[src/rtl/row_sched_pkg.sv]
// row_sched_pkg: shared VGA timing constants and the row scheduler state enum
package row_sched_pkg;
  localparam int H_VIEW  = 640;
  localparam int H_TOTAL = 800;
  localparam int V_VIEW  = 480;
  localparam int V_TOTAL = 525;
  typedef enum logic {IDLE, REQ} state_t;
endpackage

[src/rtl/row_sched.sv]
// row_sched: requests one trace per line ahead of time and double-buffers the result
//   clk, reset_n          pixel clock, async active-low reset
//   hpos, vpos            current raster position
//   trace_req/row         request to the tracer for the next line (registered)
//   trace_ack/size/side   single-cycle tracer result
//   row_size/side/valid   data for the line currently being drawn
//   miss_count            saturating count of traces that missed the line swap
module row_sched
  import row_sched_pkg::*;
#(
  parameter int H_TOTAL = row_sched_pkg::H_TOTAL,
  parameter int V_VIEW  = row_sched_pkg::V_VIEW,
  parameter int V_TOTAL = row_sched_pkg::V_TOTAL,
  parameter int H_TRACE = row_sched_pkg::H_VIEW
) (
  input  logic        clk,
  input  logic        reset_n,
  input  logic [9:0]  hpos,
  input  logic [9:0]  vpos,
  output logic        trace_req,
  output logic [9:0]  trace_row,
  input  logic        trace_ack,
  input  logic [10:0] trace_size,
  input  logic        trace_side,
  output logic [10:0] row_size,
  output logic        row_side,
  output logic        row_valid,
  output logic [7:0]  miss_count
);
  state_t      state_q, state_d;
  logic        req_q, req_d;
  logic [9:0]  trow_q, trow_d;
  logic [10:0] sh_size_q, sh_size_d, size_q, size_d;
  logic        sh_side_q, sh_side_d, side_q, side_d;
  logic        sh_valid_q, sh_valid_d, valid_q, valid_d;
  logic [7:0]  miss_q, miss_d;
  logic        last_line, trig, swap, start, ack_ok, miss;
  always_comb begin
    last_line  = vpos == 10'(V_TOTAL - 1);
    trig       = hpos == 10'(H_TRACE) && (vpos < 10'(V_VIEW - 1) || last_line);
    swap       = hpos == 10'(H_TOTAL - 1);
    start      = state_q == IDLE && trig;
    ack_ok     = state_q == REQ && trace_ack;
    miss       = state_q == REQ && !trace_ack && swap;
    state_d    = start ? REQ : (ack_ok || miss) ? IDLE : state_q;
    req_d      = start ? 1'b1 : (ack_ok || miss) ? 1'b0 : req_q;
    trow_d     = start ? (last_line ? 10'd0 : vpos + 10'd1) : trow_q;
    sh_size_d  = ack_ok ? trace_size : sh_size_q;
    sh_side_d  = ack_ok ? trace_side : sh_side_q;
    sh_valid_d = swap ? 1'b0 : ack_ok ? 1'b1 : sh_valid_q;
    // an ack landing on the swap cycle bypasses the shadow set straight into active
    size_d     = !swap ? size_q : ack_ok ? trace_size : sh_valid_q ? sh_size_q : 11'd0;
    side_d     = !swap ? side_q : ack_ok ? trace_side : sh_valid_q & sh_side_q;
    valid_d    = !swap ? valid_q : ack_ok | sh_valid_q;
    miss_d     = (miss && miss_q != 8'hff) ? miss_q + 8'd1 : miss_q;
  end
  always_ff @(posedge clk or negedge reset_n)
    if (!reset_n) begin
      state_q    <= IDLE;
      req_q      <= 1'b0;
      trow_q     <= '0;
      sh_size_q  <= '0;
      sh_side_q  <= 1'b0;
      sh_valid_q <= 1'b0;
      size_q     <= '0;
      side_q     <= 1'b0;
      valid_q    <= 1'b0;
      miss_q     <= '0;
    end else begin
      state_q    <= state_d;
      req_q      <= req_d;
      trow_q     <= trow_d;
      sh_size_q  <= sh_size_d;
      sh_side_q  <= sh_side_d;
      sh_valid_q <= sh_valid_d;
      size_q     <= size_d;
      side_q     <= side_d;
      valid_q    <= valid_d;
      miss_q     <= miss_d;
    end
  assign trace_req  = req_q;
  assign trace_row  = trow_q;
  assign row_size   = size_q;
  assign row_side   = side_q;
  assign row_valid  = valid_q;
  assign miss_count = miss_q;
endmodule

[config.mk]
export PLATFORM = sky130hd
export DESIGN_NAME = row_sched
export DESIGN_NICKNAME = d
export VERILOG_FILES = /design/src/rtl/row_sched_pkg.sv /design/src/rtl/row_sched.sv
export SDC_FILE = /design/constraint.sdc
export NUM_CORES = 1
export LEC_CHECK = 0
export CAP_MARGIN = 0
export CORE_MARGIN = 2
export CORE_UTILIZATION = 43
export CTS_BUF_LIST = sky130_fd_sc_hd__clkbuf_8
export DETAILED_ROUTE_END_ITERATION = 6
export PLACE_DENSITY = 0.83
export SLEW_MARGIN = 20
export SYNTH_ARGS = -nofsm -noshare
export SYNTH_HDL_FRONTEND = slang
export SYNTH_SLANG_ARGS = --single-unit
[constraint.sdc]
create_clock -name clk -period 1.5 [get_ports clk]
set_input_delay 0.15 -clock clk [delete_from_list [all_inputs] [get_ports clk]]
set_output_delay 0.15 -clock clk [all_outputs]
set_load 0.01 [all_outputs]
### Metal 2

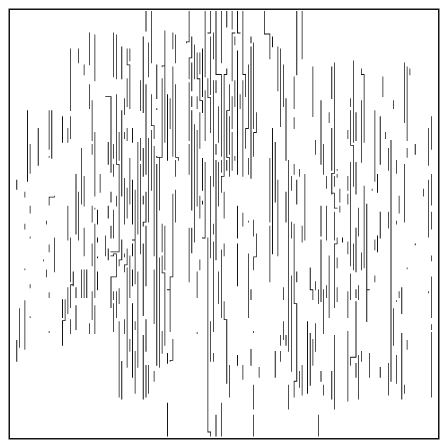
- main direction: vertical
- longest straight run: 41.1 microns
- share of all routed wire: 49%
- nets with wire on the layer: 290

### Cells by drive strength

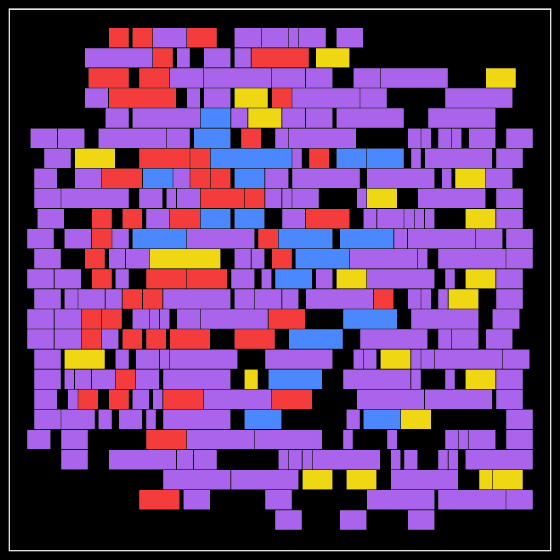
- purple: x1 and smaller (cells 201; share 70%; most used clkdlybuf4s50_1)
- yellow: x2 (cells 21; share 7.3%; most used mux2_2)
- red: x3 and x4 (cells 47; share 16%; most used buf_4)
- blue: x6 and larger (cells 19; share 6.6%; most used buf_12)

==> results.txt <==
Notes on the flow run.

- On the final layout, the worst clock skew is 0.00187 ns.
- The number of primary I/O pins is 67, for reference.
- Counting flops and latches in the post-synthesis netlist gives 45.
- The checks that failed: setup timing.
- The placement summary gives the final routability congestion estimate as 0.814.
- TritonCTS built the clock tree.
- The timing report gives the biggest stage delay along the critical path as 0.43 ns.
- The antenna diode count is 0, for reference.
- The gate count after technology mapping is 179, for reference.
- The power density over cell area is 690 nW/um^2, for reference.
- The number of buffers and inverters on the critical path is 2, for reference.
- For this run, the number of Yosys warnings is 0.
- The layout cell share with drive strength beyond 1 is 30.2%, for reference.
- The tally of nets with antenna violations remaining after routing is 0, for reference.
- The synthesized net count is 217, for reference.
- In this run the vertical extent of the chip is 73.1 microns.
- The startpoint type of the worst setup path is an input pin, for reference.
- After layout, the worst setup slack is -0.134 ns.
- The maximum fanout count along the critical path is 10, for reference.
- The area of all placed cells without fillers is 3400 sq um, for reference.
- The leakage power figure is 0.00164 uW, for reference.
- The total die area is 5350 sq um, for reference.
- The final routed DRC violation total is 0, for reference.
- The detailed router's first-iteration violation count is 93, for reference.
- The maximum buffer depth of the clock tree is 2, for reference.
- Max-cap violations in this run came to 0.
- The CTS sink count is 45, for reference.
- The ratio of routed vias to standard cells is 5.16, for reference.
- The count of nets after finishing is 326, for reference.
- After clock tree synthesis, the clock-pin slew on the worst setup and hold paths is 0.08 ns.
- The number of optimization iterations in the first detailed-route pass is 4, for reference.
- In the placement report, post-DP HPWL is listed as 3550 microns.
- The final timing report counts setup violations totalling 12.
- The width of the die is 73.1 microns, for reference.
- Final hold analysis gives a worst-case slack of 0.337 ns.
- The total global routing overflow is 0, for reference.
- For this run, the number of standard cells in the final layout without fillers is 342.
- The final-report hold violation count is 0, for reference.
- The flow reports that sequential cells draw 52.3% of the design power.
- The net switching power in the latest report is 493 uW.
- For this run, the chip area from Yosys synthesis comes to 2050 sq um.
- The via count of the first global-routing pass came to 1704.
- The worst endpoint data arrival time is 1.81 ns, for reference.
- In this run the mean area of a mapped cell was 11.5 sq um.
- Summed over its instances, the top area cell type makes up 54.8% of the synthesized netlist area.
- The number of warning messages in the logs is 30, for reference.
- Looking at the clock tree report, the root buffer type is clkbuf_8.
- The worst setup path is of the input pin to register kind.
- Leaving out fill and tap cells, the most frequent cells in the layout are clkdlybuf4s50_1 (58), dfrtp_1 (44), nand2_1 (30).
- Setup repair after global routing could not meet its margin everywhere.
- The combinational share of power is 10.2%, for reference.
- The highest-delay cell along the critical path is clkdlybuf4s50_1, for reference.
- Summed over all failing endpoints, the final setup total negative slack is -1.19 ns.
- The library cell used most frequently in the layout, excluding fill and tap cells, is clkdlybuf4s50_1.
- The number of max-slew violations in the final report is 0, for reference.
- Looking at area per cell type in the netlist, the leader is dfrtp_1.
- The total global-route track usage is 19.4%, for reference.
- In this run switching power makes up 21.0% of total power.
- The startpoint of the most critical register-to-register path is trace_req$_DFFE_PN0P_, for reference.
- The sequential share of the synthesized area is 54.8%, for reference.
- Looking at the max-slew report, the worst-margin pin has a slew of 0.440 ns.
- Data on the critical path is required at its endpoint by 1.68 ns.
- The share of the core filled by cells before placement is 44.1%, for reference.
- The number of placed instances, taps included is 325, for reference.
- In this run, the clock network consumes 37.4% of the power.
- The total wire length is 5290 microns, for reference.
- The maximum number of pins on one net before global-route repair is 28, for reference.
- The post-route minimum period is 1.63 ns, for reference.
- Ranked by total cell area, the synthesized netlist is headed by dfrtp_1 (55%), mux2_2 (8.2%), mux2_4 (5.8%), nand2_1 (5.7%), xor2_1 (3.4%).
- For reference, the critical path cell chain is clkdlybuf4s50_1, nor4_2, and3_1, o31a_1, buf_12, mux2_4.
- For reference, the placement row count at floorplan is 25.
- In this run the number of H-tree levels came out at 2.
- The first-pass GRT wire length is 7930 microns, for reference.
- In the power breakdown, the internal column shows 1850 uW.
- The number of input and output port buffers inserted is 66, for reference.
- The post-detailed-placement cell area is 3070 sq um, for reference.
- The class of the worst hold path is input pin to async pin, for reference.
- Relative to the synthesized area, the layout overhead comes to 65.7%.
- The launch point of the critical path was reported as hpos[1].
- The synthesized netlist occupies a cell area of 2050 sq um.
- The number of cells in Yosys stat is 179, for reference.
- The via count of the routed design is 1765, for reference.
- The number of clock buffers inserted by TritonCTS is 5, for reference.
- The top achievable clock speed is 612 MHz, for reference.
- The run finished, with violations left.
- Looking at the VDD voltage map, the peak drop is 491 uV.
- The clock latency on the worst-skew pair is 0.29 ns, for reference.
- Across all checked pins, the minimum headroom to the slew limit is 70.6%.
- The final period utilization is 109%, for reference.
- The kind of capture point of the worst setup path is a register, for reference.
- The largest delay contributor family on the critical path is buffers and inverters, for reference.
- The initial antenna violation count was 0.
- The number of distinct standard cells referenced by the synthesized netlist is 30, for reference.
- The total area inside the core boundary comes to 4660 sq um.
### Track usage over the die

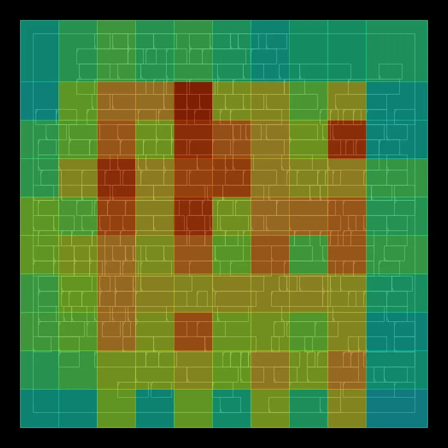
met2 Track Usage GR: 31.3%
Top Usage Layer GRT: met2
per-cell routed wire length: 15.5 microns
final core occ: 73.0%
met3 global-route usage: 4.83%

### Metal 1

Cells faint in the background.
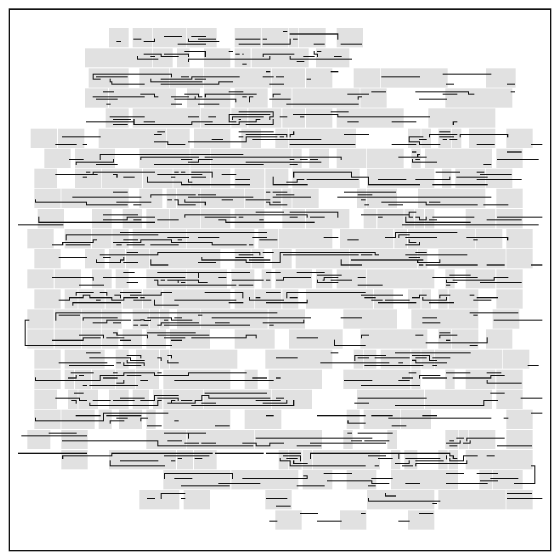
- main direction: horizontal
- longest straight run: 29.9 microns

[final cells by class]
| cell class | instances | area, sq um |
|---|---|---|
| Fill cell | 310 | 1260 |
| Tap cell | 54 | 67.6 |
| Multi-Input combinational cell | 126 | 1010 |
| Sequential cell | 45 | 1130 |
| Timing Repair Buffer | 108 | 1090 |
| Inverter | 2 | 7.51 |
| Clock buffer | 5 | 68.8 |
| Clock inverter | 2 | 35.0 |
[logic make-up (layout without fill, tap and decap cells)]
logic type / Yosys count / after routing / synth area share (%)
and+or+nand+nor: 71 / 71 / 17.4
DFF: 45 / 45 / 54.8
muxes: 23 / 23 / 14.1
AOI/OAI and AO/OA: 15 / 15 / 4.02
xor gates and xnor gates: 14 / 14 / 5.97
buffers and inverters: 8 / 117 / 1.95
adders and majority gates: 3 / 3 / 1.83
[metrics by stage]
| step | total power (uW) | setup WS [ns] |
|---|---|---|
| 2_1_floorplan | 1300 | -0.0306 |
| 3_3_place_gp | 1480 | -0.503 |
| 3_5_place_dp | 1490 | -0.534 |
| 4_1_cts | 2360 | -0.0818 |
| 5_1_grt | 2450 | -0.201 |
| 6_report | 2350 | -0.134 |
[timing repair]
item	in CTS	in global routing
setup buffers	2	7
resized	17	19
endpoints found under the hold margin	18	0
endpoints found under the setup margin	18	19
pin swaps	5	6
hold buffers	1	0
[synth_stat cells]
master and number:
dfrtp_1 45, nand2_1 31, mux2_2 15, o21ai_0 12, mux2_4 8, xor2_1 8
nand3_1 6, xnor2_1 6, nor2_1 5, and3_1 4, nand4_1 4, nor3_1 4
nor4_1 4, clkbuf_1 3, ha_1 3, nor2b_1 3, and2_1 2, buf_2 2
inv_1 2, nor3b_1 2, a21o_1 1, a31oi_1 1, and4_1 1, and4b_1 1
buf_6 1, nand2b_1 1, nor4b_1 1, nor4bb_1 1, o31a_1 1, or3_1 1
[power by group through the flow]
stage	combinational, uW	sequential [uW]	clock [uW]
final	241	1230	879
after detailed placement	235	1250	0
after CTS	240	1230	894
after global routing	260	1230	963
after global placement	230	1250	0
after floorplan	50.9	1250	0
[routing by layer]
metal  share of wire [%]  up-vias  wire, microns  GRT usage (%)
met4                 1.4        0             73           4.94
met3                 5.8        7            308           4.83
met2                  49       67           2590           31.3
met5                   0        -              0              0
met1                  44      848           2320           26.2
li1                    -      843              -              -
[path summary, 6_finish.rpt]
check,cells past startpoint,slack (ns),endpoint
max reg2reg,5,-0.13,trace_row[4]$_DFFE_PN0P_
min in group clk,2,0.48,row_size[1]$_DFFE_PN0P_
min reg2reg,2,0.48,row_size[1]$_DFFE_PN0P_
max in group asynchronous,3,0.65,miss_count[2]$_DFFE_PN0P_
max,6,-0.13,trace_row[4]$_DFFE_PN0P_
min,2,0.34,sh_size_q[4]$_DFFE_PN0P_
[sequential cells by signal, indices dropped and copies added, names as in the netlist]
signal,count
trace_row,10
miss_count,8
sh_side_q,1
row_valid,1
row_size,11
row_side,1
sh_size_q,11
trace_req,1
sh_valid_q,1
Power is estimated from default activity; no workload was simulated.
